Design bit_serializer, sky130hd; sources not shown.
**Run 1: routing congestion**

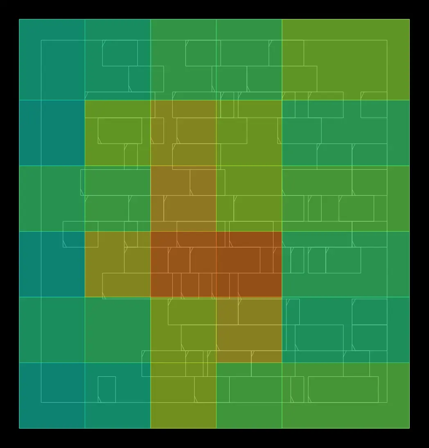
gr usage total: 13.91%
busiest grt layer: met2
final core utilization: 54.16%
GRT met3 Usage: 4.712%

**Run 1: sequential cells grouped by signal name**

Scale: 12 px per um. Other sequential cells in the stronger gray, the rest of the logic in the fainter gray.
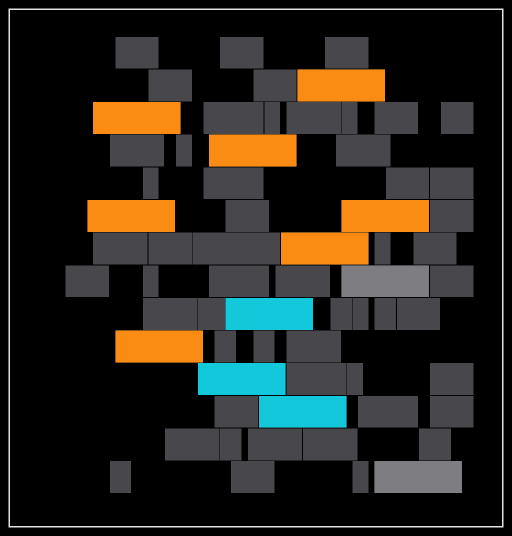
| color | signal | sequential cells |
|---|---|---|
| orange | `shreg_q` | 7 |
| cyan | `cnt_q` | 3 |
not colored: 2
Seq. pwr: 238 uW
FF/Latch Area: 240.2 um2
sequential cell area share: 32.05%

**Run 1: M3 wires**

Scale: 8 px per um.
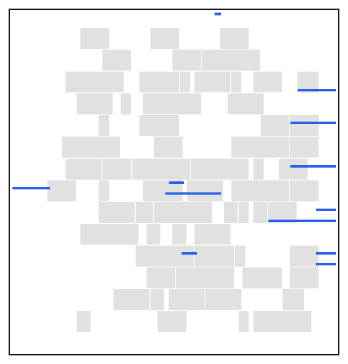
wire length on this layer: 44.5 um
nets with wire on the layer: 10
total number of vias: 399
total wire length: 964 um

==> impl_metrics.toml, run 1 <==
# flow metrics
[critical_path]
crit_fanout = 10
crit_cells = 6
cpPeakStageDelay_ns = 0.31
crit_arrival_ns = 1.54
slowest_stage = "dfxtp_1"
reg2reg_depth = 6
path_buffers = 3

[run_status]
status = "complete, no violations"

[job]
openroad.warnings = 26

[global_routing]
grt_overflow_total = 0
grt.met1_usage_pct = 15.64
antenna_found_initial = 0

[detailed_routing]
highest_layer = "met4"
met1Wirelength_um = 446
wl_met3_um = 44

[synth]
numSynthFlops = 12
yosysUniqueCellTypes = 15
floorplan.nets = 61
ys_sh_simple_pct = 15.95
mux_area_share_pct = 12.76
top_area_share_pct = 43.74
top_cells_by_count = "dfxtp_1 (12), nor2_1 (8), mux2i_1 (7)"

[cts]
clkTransAtPathRegs_ns = 0.05
clkLatencyLatePin_ns = 0.24
cts_sinks = 12

[floorplan]
coreArea_um2 = 1384

[finish]
n_antenna_cell = 0
inverters = 1
buffers = 17
largest_reg_flops = 7
n_fill_cell = 121
logic_area_um2 = 262.8

[min_path]
worst_hold_path.num_cells = 1
hp-class = "reg -> reg"

[power_and_ir_drop]
finalPower_uw = 570.0
p_leak_nw = 0.3161

[sta]
post-route-period-util_pct = 90.00
fmax_mhz = 505.0
slew_headroom_pct = 79.97
hold_viol = 0
[run 1: cells by family after synthesis]
logic type               Yosys count
AND/OR/NAND/NOR                   15
multiplexers                       7
buffers and inverters              5
flip-flops                        12
AND-OR/OR-AND                      7
adder cells (fa/ha/maj)            2
[run 1: what timing repair did]
| action | CTS | global route |
|---|---|---|
| gates cloned | 0 | 0 |
| buffers inserted | 0 | 0 |
| endpoints found under the setup margin | 1 | 1 |
| gates resized | 1 | 2 |
[run 1: report_power, final]
part / switching (mW) / internal, mW
clock: 0.0788 / 0.158
combinational: 0.0456 / 0.0493
sequential: 0.00659 / 0.232
[run 1: stage by stage]
stage               utilization (%)  cells
CTS                           54.43     81
detailed placement            50.54     77
finish                        54.16     81
global route                  54.16     81
floorplan                         -     48
global placement              50.54     77
**Run 1: metal 1**

Scale: 12 px per um. Supply wires on this layer in gray.
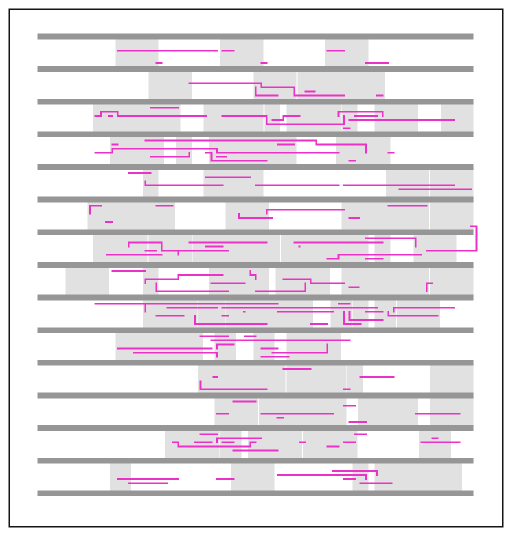

==> run 2: changes to the inputs <==
- SKIP_CTS_REPAIR_TIMING: unset -> 1
**Run 2: metal 1**

Scale: 12 px per um. Supply wires on this layer in gray.
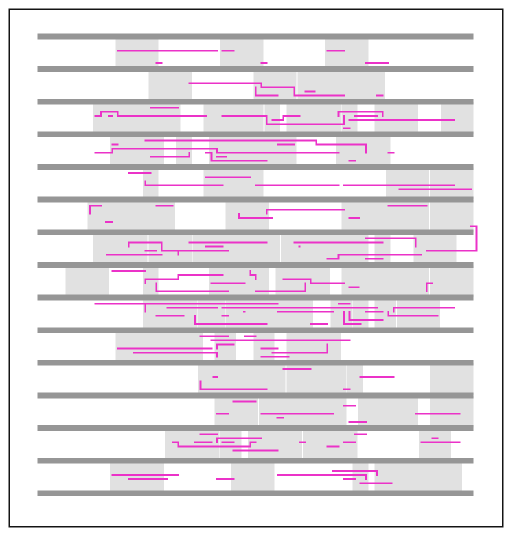
wire length on this layer: 447 um
nets with wire on the layer: 68
longest straight run: 15.2 um
met1 usage: 15.64%

**Run 2: sequential cells grouped by signal name**

Scale: 12 px per um. Other sequential cells in the stronger gray, the rest of the logic in the fainter gray.
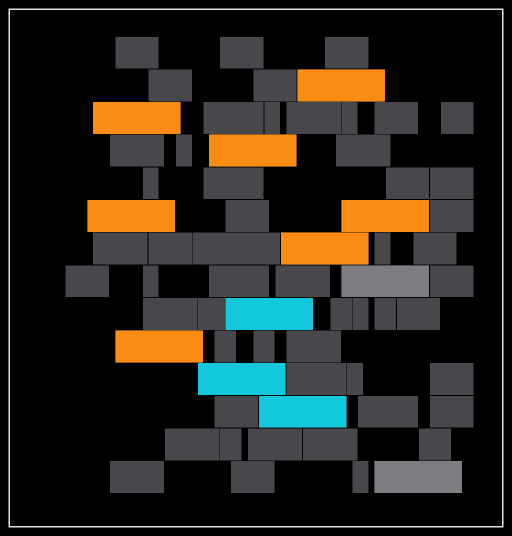
| color | signal | sequential cells |
|---|---|---|
| orange | `shreg_q` | 7 |
| cyan | `cnt_q` | 3 |
sequential cell area share: 31.74%
final core utilization: 54.70%

==> impl_metrics.toml, run 2 <==
# flow metrics
[power_and_ir_drop]
power_frac_clock_pct = 41.5
switching_share_pct = 22.92
pwr-share-seq_pct = 41.8
finalPower_uw = 571.0
p_leak_nw = 0.3221
p_clk_uw = 237
pwr-share-comb_pct = 16.8
power.net_switching_uw = 130.9
pg_comb_uw = 95.9
internal_power_uw = 440.1

[synth]
top_cells_by_count = "dfxtp_1 (12), nor2_1 (8), mux2i_1 (7)"
ys_sh_simple_pct = 15.95
yosysUniqueCellTypes = 15
numSynthFlops = 12
floorplan.nets = 61
mux_area_share_pct = 12.76

[job]
openroad.warnings = 26

[critical_path]
crit_fanout = 10
reg2reg_depth = 6
crit_arrival_ns = 1.60

[global_routing]
grt_overflow_total = 0
antenna_found_initial = 0
busiest_layer = "met2"
grt_use_met3_pct = 4.712

[detailed_routing]
wl_met3_um = 44
drtPass1Iterations = 1
met1Wirelength_um = 446
highest_layer = "met4"
routed_wl_um = 964
routed_via_density = 4.926

[sta]
fmax_mhz = 490.7
post-route-period-util_pct = 92.63
fin_crit_ns = 2.038
hold_viol = 0
slew_headroom_pct = 78.91
tns_ns = 0

[run_status]
status = "complete, no violations"

[place]
pre_cts_slack_ns = 0.05848
post-place-cells = 77

[floorplan]
coreArea_um2 = 1384

[min_path]
hp-class = "reg -> reg"
worst_hold_path.num_cells = 1

[finish]
finalNonFillerCells = 81
largest_reg_flops = 7

[cts]
clkTransAtPathRegs_ns = 0.05
cts_sinks = 12
**Run 2: M3 wires**

Scale: 8 px per um.
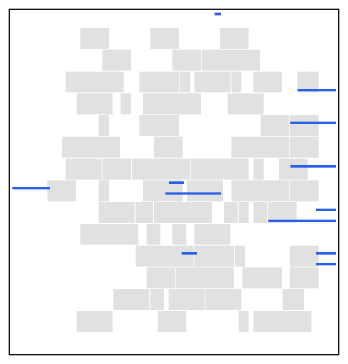
longest straight run: 8.20 um
main direction: horizontal
nets with wire on the layer: 10

[run 2: cell count changes in the layout (fill, tap and decap cells not counted), sizes merged]
cell and delta:
clkbuf -1, dlymetal6s2s +1
[run 2: cell type report]
type                    instances  area (um2)
flip-flops and latches         12       240.2
clock buffers                   4       55.05
fillers                       121       626.9
well taps                      16       20.02
plain buffers                   4       40.04
repair buffers                 13       132.6
inverters                       1       6.256
multi-input cells              31       262.8
[run 2: worst max-delay path: stages (launching register included)]
cell            delay, ns
dfxtp_1              0.31
ha_1                 0.20
ha_1                 0.21
nor2b_4              0.18
inv_4                0.08
buf_12               0.15
dlymetal6s2s_1       0.24
No activity file was given, so power comes from the tool's default toggle rates.
